[config.mk]
export PLATFORM = sky130hd
export DESIGN_NAME = seg7_bus_display
export DESIGN_NICKNAME = d
export VERILOG_FILES = /design/src/rtl/seg7_bus_display.sv
export SDC_FILE = /design/constraint.sdc
export NUM_CORES = 1
export LEC_CHECK = 0
export ABC_AREA = 1
export CAP_MARGIN = 40
export CELL_PAD_IN_SITES_DETAIL_PLACEMENT = 0
export CELL_PAD_IN_SITES_GLOBAL_PLACEMENT = 1
export CORE_AREA = 3 3 94 96
export DETAILED_ROUTE_END_ITERATION = 16
export DIE_AREA = 0 0 97 99
export PLACE_DENSITY = 0.76
export SLEW_MARGIN = 30
export SYNTH_ARGS = -nofsm -noshare
export SYNTH_HDL_FRONTEND = slang
export SYNTH_SLANG_ARGS = --single-unit
[constraint.sdc]
create_clock -name CLK -period 2.55 [get_ports CLK]
set_input_delay 0.51 -clock CLK [delete_from_list [all_inputs] [get_ports CLK]]
set_output_delay 0.51 -clock CLK [all_outputs]
set_load 0.01 [all_outputs]
[src/rtl/seg7_bus_display.sv]
// Bus-mapped multiplexed seven-segment controller with per-digit data, CTRL and DPMASK registers.
// Optional blinking (BLINKMASK register and blink phase) is enabled by defining SEG7_BLINK_EN.
module seg7_bus_display #(
  parameter int         NUM_DIGITS  = 4,
  parameter logic [7:0] BASE_ADDR   = 8'hD0,
  parameter int         REFRESH_DIV = 100000,
  parameter bit         ACTIVE_LOW  = 1'b1
) (
  input  logic                  CLK,
  input  logic                  RESET,
  input  logic                  BUS_WE,
  input  logic [7:0]            BUS_ADDR,
  input  logic [7:0]            BUS_DATA,
  output logic [NUM_DIGITS-1:0] SEL,
  output logic [7:0]            DIGIT
);

  localparam int CW = $clog2(REFRESH_DIV);
  localparam int IW = $clog2(NUM_DIGITS);
  localparam logic [CW-1:0] CNT_LAST  = CW'(REFRESH_DIV - 1);
  localparam logic [IW-1:0] IDX_LAST  = IW'(NUM_DIGITS - 1);
  localparam logic [7:0]    CTRL_ADDR = BASE_ADDR + 8'(NUM_DIGITS);
  localparam logic [7:0]    DP_ADDR   = BASE_ADDR + 8'(NUM_DIGITS + 1);

  logic [7:0]            data_r [NUM_DIGITS];
  logic [7:0]            ctrl_r;
  logic [7:0]            dpmask_r;
  logic [CW-1:0]         cnt;
  logic [IW-1:0]         idx;
  logic [7:0]            cur;
  logic [6:0]            seg;
  logic [7:0]            digit_next;
  logic [NUM_DIGITS-1:0] sel_next;
  logic                  cnt_wrap;
  logic                  unused_bits;

  function automatic logic [6:0] hex_decode(input logic [3:0] nib);
    case (nib)
      4'h0: hex_decode = 7'h3F;
      4'h1: hex_decode = 7'h06;
      4'h2: hex_decode = 7'h5B;
      4'h3: hex_decode = 7'h4F;
      4'h4: hex_decode = 7'h66;
      4'h5: hex_decode = 7'h6D;
      4'h6: hex_decode = 7'h7D;
      4'h7: hex_decode = 7'h07;
      4'h8: hex_decode = 7'h7F;
      4'h9: hex_decode = 7'h6F;
      4'hA: hex_decode = 7'h77;
      4'hB: hex_decode = 7'h7C;
      4'hC: hex_decode = 7'h39;
      4'hD: hex_decode = 7'h5E;
      4'hE: hex_decode = 7'h79;
      default: hex_decode = 7'h71;
    endcase
  endfunction

  // Register file: writes land on the edge that samples BUS_WE.
  always_ff @(posedge CLK or posedge RESET) begin
    if (RESET) begin
      for (int i = 0; i < NUM_DIGITS; i++) data_r[i] <= '0;
      ctrl_r   <= '0;
      dpmask_r <= '0;
    end else if (BUS_WE) begin
      for (int i = 0; i < NUM_DIGITS; i++)
        if (BUS_ADDR == BASE_ADDR + 8'(i)) data_r[i] <= BUS_DATA;
      if (BUS_ADDR == CTRL_ADDR) ctrl_r   <= BUS_DATA;
      if (BUS_ADDR == DP_ADDR)   dpmask_r <= BUS_DATA;
    end
  end

  assign cnt_wrap = (cnt == CNT_LAST);

  always_ff @(posedge CLK or posedge RESET) begin
    if (RESET) begin
      cnt <= '0;
      idx <= '0;
    end else begin
      cnt <= cnt_wrap ? '0 : cnt + 1'b1;
      if (cnt_wrap) idx <= (idx == IDX_LAST) ? '0 : idx + 1'b1;
    end
  end

`ifdef SEG7_BLINK_EN
  localparam logic [7:0] BLINK_ADDR = BASE_ADDR + 8'(NUM_DIGITS + 2);
  logic [7:0] blinkmask_r;
  logic [5:0] blink_cnt;
  logic       blink_phase;

  // The phase flips on every 64th return of the scan to digit 0.
  always_ff @(posedge CLK or posedge RESET) begin
    if (RESET) begin
      blinkmask_r <= '0;
      blink_cnt   <= '0;
      blink_phase <= 1'b0;
    end else begin
      if (BUS_WE && BUS_ADDR == BLINK_ADDR) blinkmask_r <= BUS_DATA;
      if (cnt_wrap && idx == IDX_LAST) begin
        blink_cnt <= blink_cnt + 1'b1;
        if (blink_cnt == 6'd63) blink_phase <= ~blink_phase;
      end
    end
  end
`endif

  always_comb begin
    cur        = data_r[idx];
    seg        = ctrl_r[0] ? cur[6:0] : hex_decode(cur[3:0]);
    digit_next = {dpmask_r[idx], seg};
    sel_next   = NUM_DIGITS'(1) << idx;
`ifdef SEG7_BLINK_EN
    if (blink_phase && blinkmask_r[idx]) digit_next = '0;
`endif
    if (ctrl_r[1]) begin
      sel_next   = '0;
      digit_next = '0;
    end
  end

  always_ff @(posedge CLK or posedge RESET) begin
    if (RESET) begin
      SEL   <= ACTIVE_LOW ? '1 : '0;
      DIGIT <= ACTIVE_LOW ? 8'hFF : 8'h00;
    end else begin
      SEL   <= ACTIVE_LOW ? ~sel_next : sel_next;
      DIGIT <= ACTIVE_LOW ? ~digit_next : digit_next;
    end
  end

  // CTRL[7:2] and data bit 7 are stored but have no function.
  assign unused_bits = ^{ctrl_r[7:2], cur[7]};

endmodule

==> results.yml <==
# synthesis and place-and-route metrics
run_status:
  status: "finished, final reports clean"
cells_and_area:
  final.signal_inverter_count: 55
  nClkBuffers: 10
  nFlopsAndLatches: 65
  buf_share: 0.0914
  antenna_cells: 0
  max_flop_register: "data_r"
  lay_top_cells: "118 x nand2_1, 53 x dfrtp_1, 51 x inv_1"
  top_regs: "data_r x28, cnt x17, DIGIT x8"
  fin_cells: 569
  seqCellArea_sq_um: 1640
  largest_reg_flops: 28
  comb_area_share: 0.368
  layout.area.top_class: "registers"
  fillCellCount: 819
  logic_area_sq_um: 1490
  finish.instance_area_sq_um: 4050
  logic_gate_count: 290
  areaGrowthSynthToFinish_pct: 18.9
  sh_seq_area: 0.405
worst_setup_path:
  r2r_slack_ns: 0.66
  crit_required_ns: 2.04
  crit_path_max_incr_delay_ns: 0.53
  r2r-start: "idx[0]"
  path_max_fanout: 1
  cp_cell_sequence: "clkdlybuf4s50_1"
  worstPathArrival_ns: 1.39
  rr_endpoint: "DIGIT[3]"
  cp.buffers_inverters: 1
  reg2reg_depth: 9
  cpMaxStageDelayCell: "dfstp_2"
sta:
  whs_ns: 0.468
  report.final.slew_viol_count: 0
  min_period_ns: 1.90
  rsz0062_at_grt: "no"
  slew_headroom: 0.661
  period_used_share: 0.745
  hold_viol_final: 0
  setup_violations: 0
  setup_ws_ns: 0.651
  fin_setup_tns_ns: 0
  max_freq_ghz: 0.527
synth:
  top_cell_area_share: 0.389
  top_cell: "nand2_1"
  synth_nets: 450
  yosys_warnings: 0
  largest_area_cell: "dfrtp_1"
  ys.flop_type: "dfrtp_1"
  ys_seq_share: 0.482
  synthMuxAreaShare: 0
  synth-edff-count: 0
  async_flop_share: 1.00
  synth_flop_count: 65
  ys_sh_aoi: 0.0929
  ys_area_sq_um: 3410
  yosys-top-cells-count: "118 x nand2_1, 53 x dfrtp_1, 52 x inv_1"
  xor_share: 0.0206
  synthAdderAreaFrac: 0.0404
  yosysUniqueCellTypes: 32
  postSynthAreaPerCell_sq_um: 8.11
global_routing:
  use_met1: 0.235
  grt.busiest_layer: "met2"
  overflow: 0
  gr-usage-met2: 0.240
  antenna_found_initial: 0
  grt_max_degree: 66
  grt_pass1_wl_mm: 12.6
  gr-usage-met3: 0.0403
  grt_pass1_vias: 2599
clock_network:
  root_buffer: "clkbuf_8"
  cts.clk_slew.worst_paths_ns: 0.07
  clockBufferDepth: 2
  postCtsHoldBufs: 0
  cts_setup_buffers: 0
  clock_latency_ns: 0.34
  numCtsBuffers: 9
routing:
  drt_iter0_markers: 128
  routed-wl-met3_um: 323
  via_per_inst: 4.80
  drc: 0
  wl_mm: 7.29
  antenna_left: 0
  wl_met2_mm: 3.14
  wl_met1_mm: 3.73
  firstDrtPassIters: 4
power_and_ir_drop:
  power-top-group: "sequential cells"
  p_comb_w: 0.000228
  combPwrFrac: 0.100
  seq-power_w: 0.00112
  power_w: 0.00229
  seqPwrFrac: 0.488
  p_clk_w: 0.000944
  switching_share: 0.238
floorplan:
  rows: 33
  design.core.area_sq_um: 8130
  dieArea_sq_um: 9600
  fp-utilization: 0.419
  die_w_um: 97
job:
  tool_warnings: 35
  drv_cap: 0
placement:
  pre_cts_ws_ns: 0.338
  dpl-instance-area_sq_um: 3840
  gp_congestion: 0.872
worst_hold_path:
  worstHoldStart: "data_r[28]"
  worstHoldPathCells: 2
io_fan.png
The bar under the picture is 20 um long.
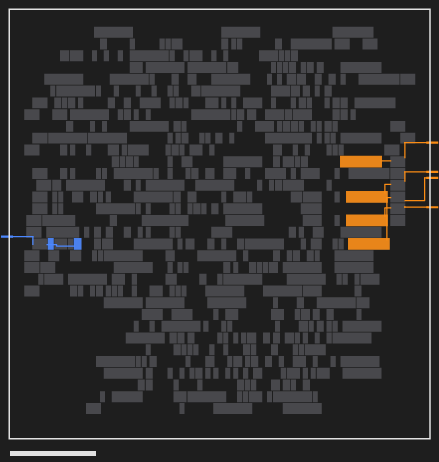
color	port	bits	direction	edge	end cells	buffers	wire
orange	SEL	4	output	east	4	4	52.3 um
blue	BUS_WE	1	input	west	2	1	13.5 um

logic_types.png
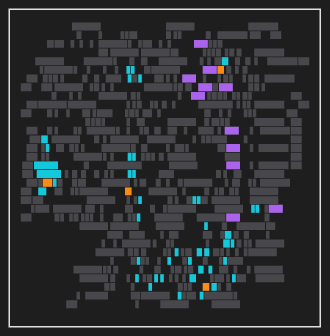
color	family	cells
cyan	nor cells	43
purple	fa/ha/maj cells	11
orange	and/or cells	4

congestion.png
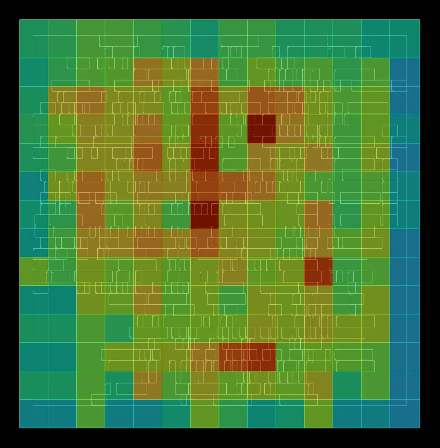
All-Layer GR Usage: 0.164
Core Util, Final: 0.498

flops_by_reg.png
The bar under the picture is 20 um long.
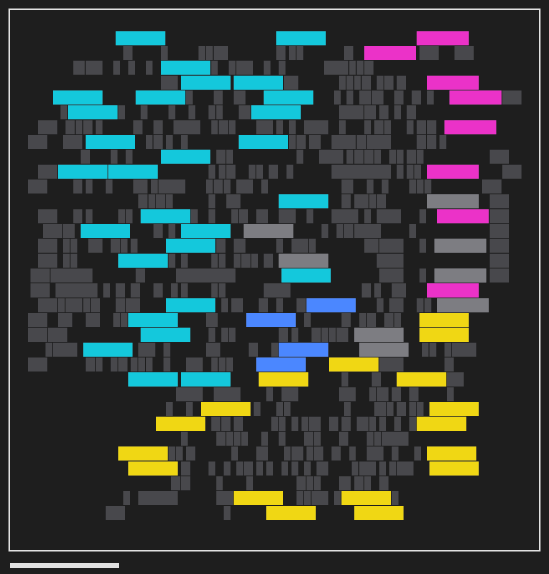
color	signal	sequential cells
yellow	cnt	17
cyan	data_r	28
magenta	DIGIT	8
blue	dpmask_r	4

Power and IR drop assume default switching activity.
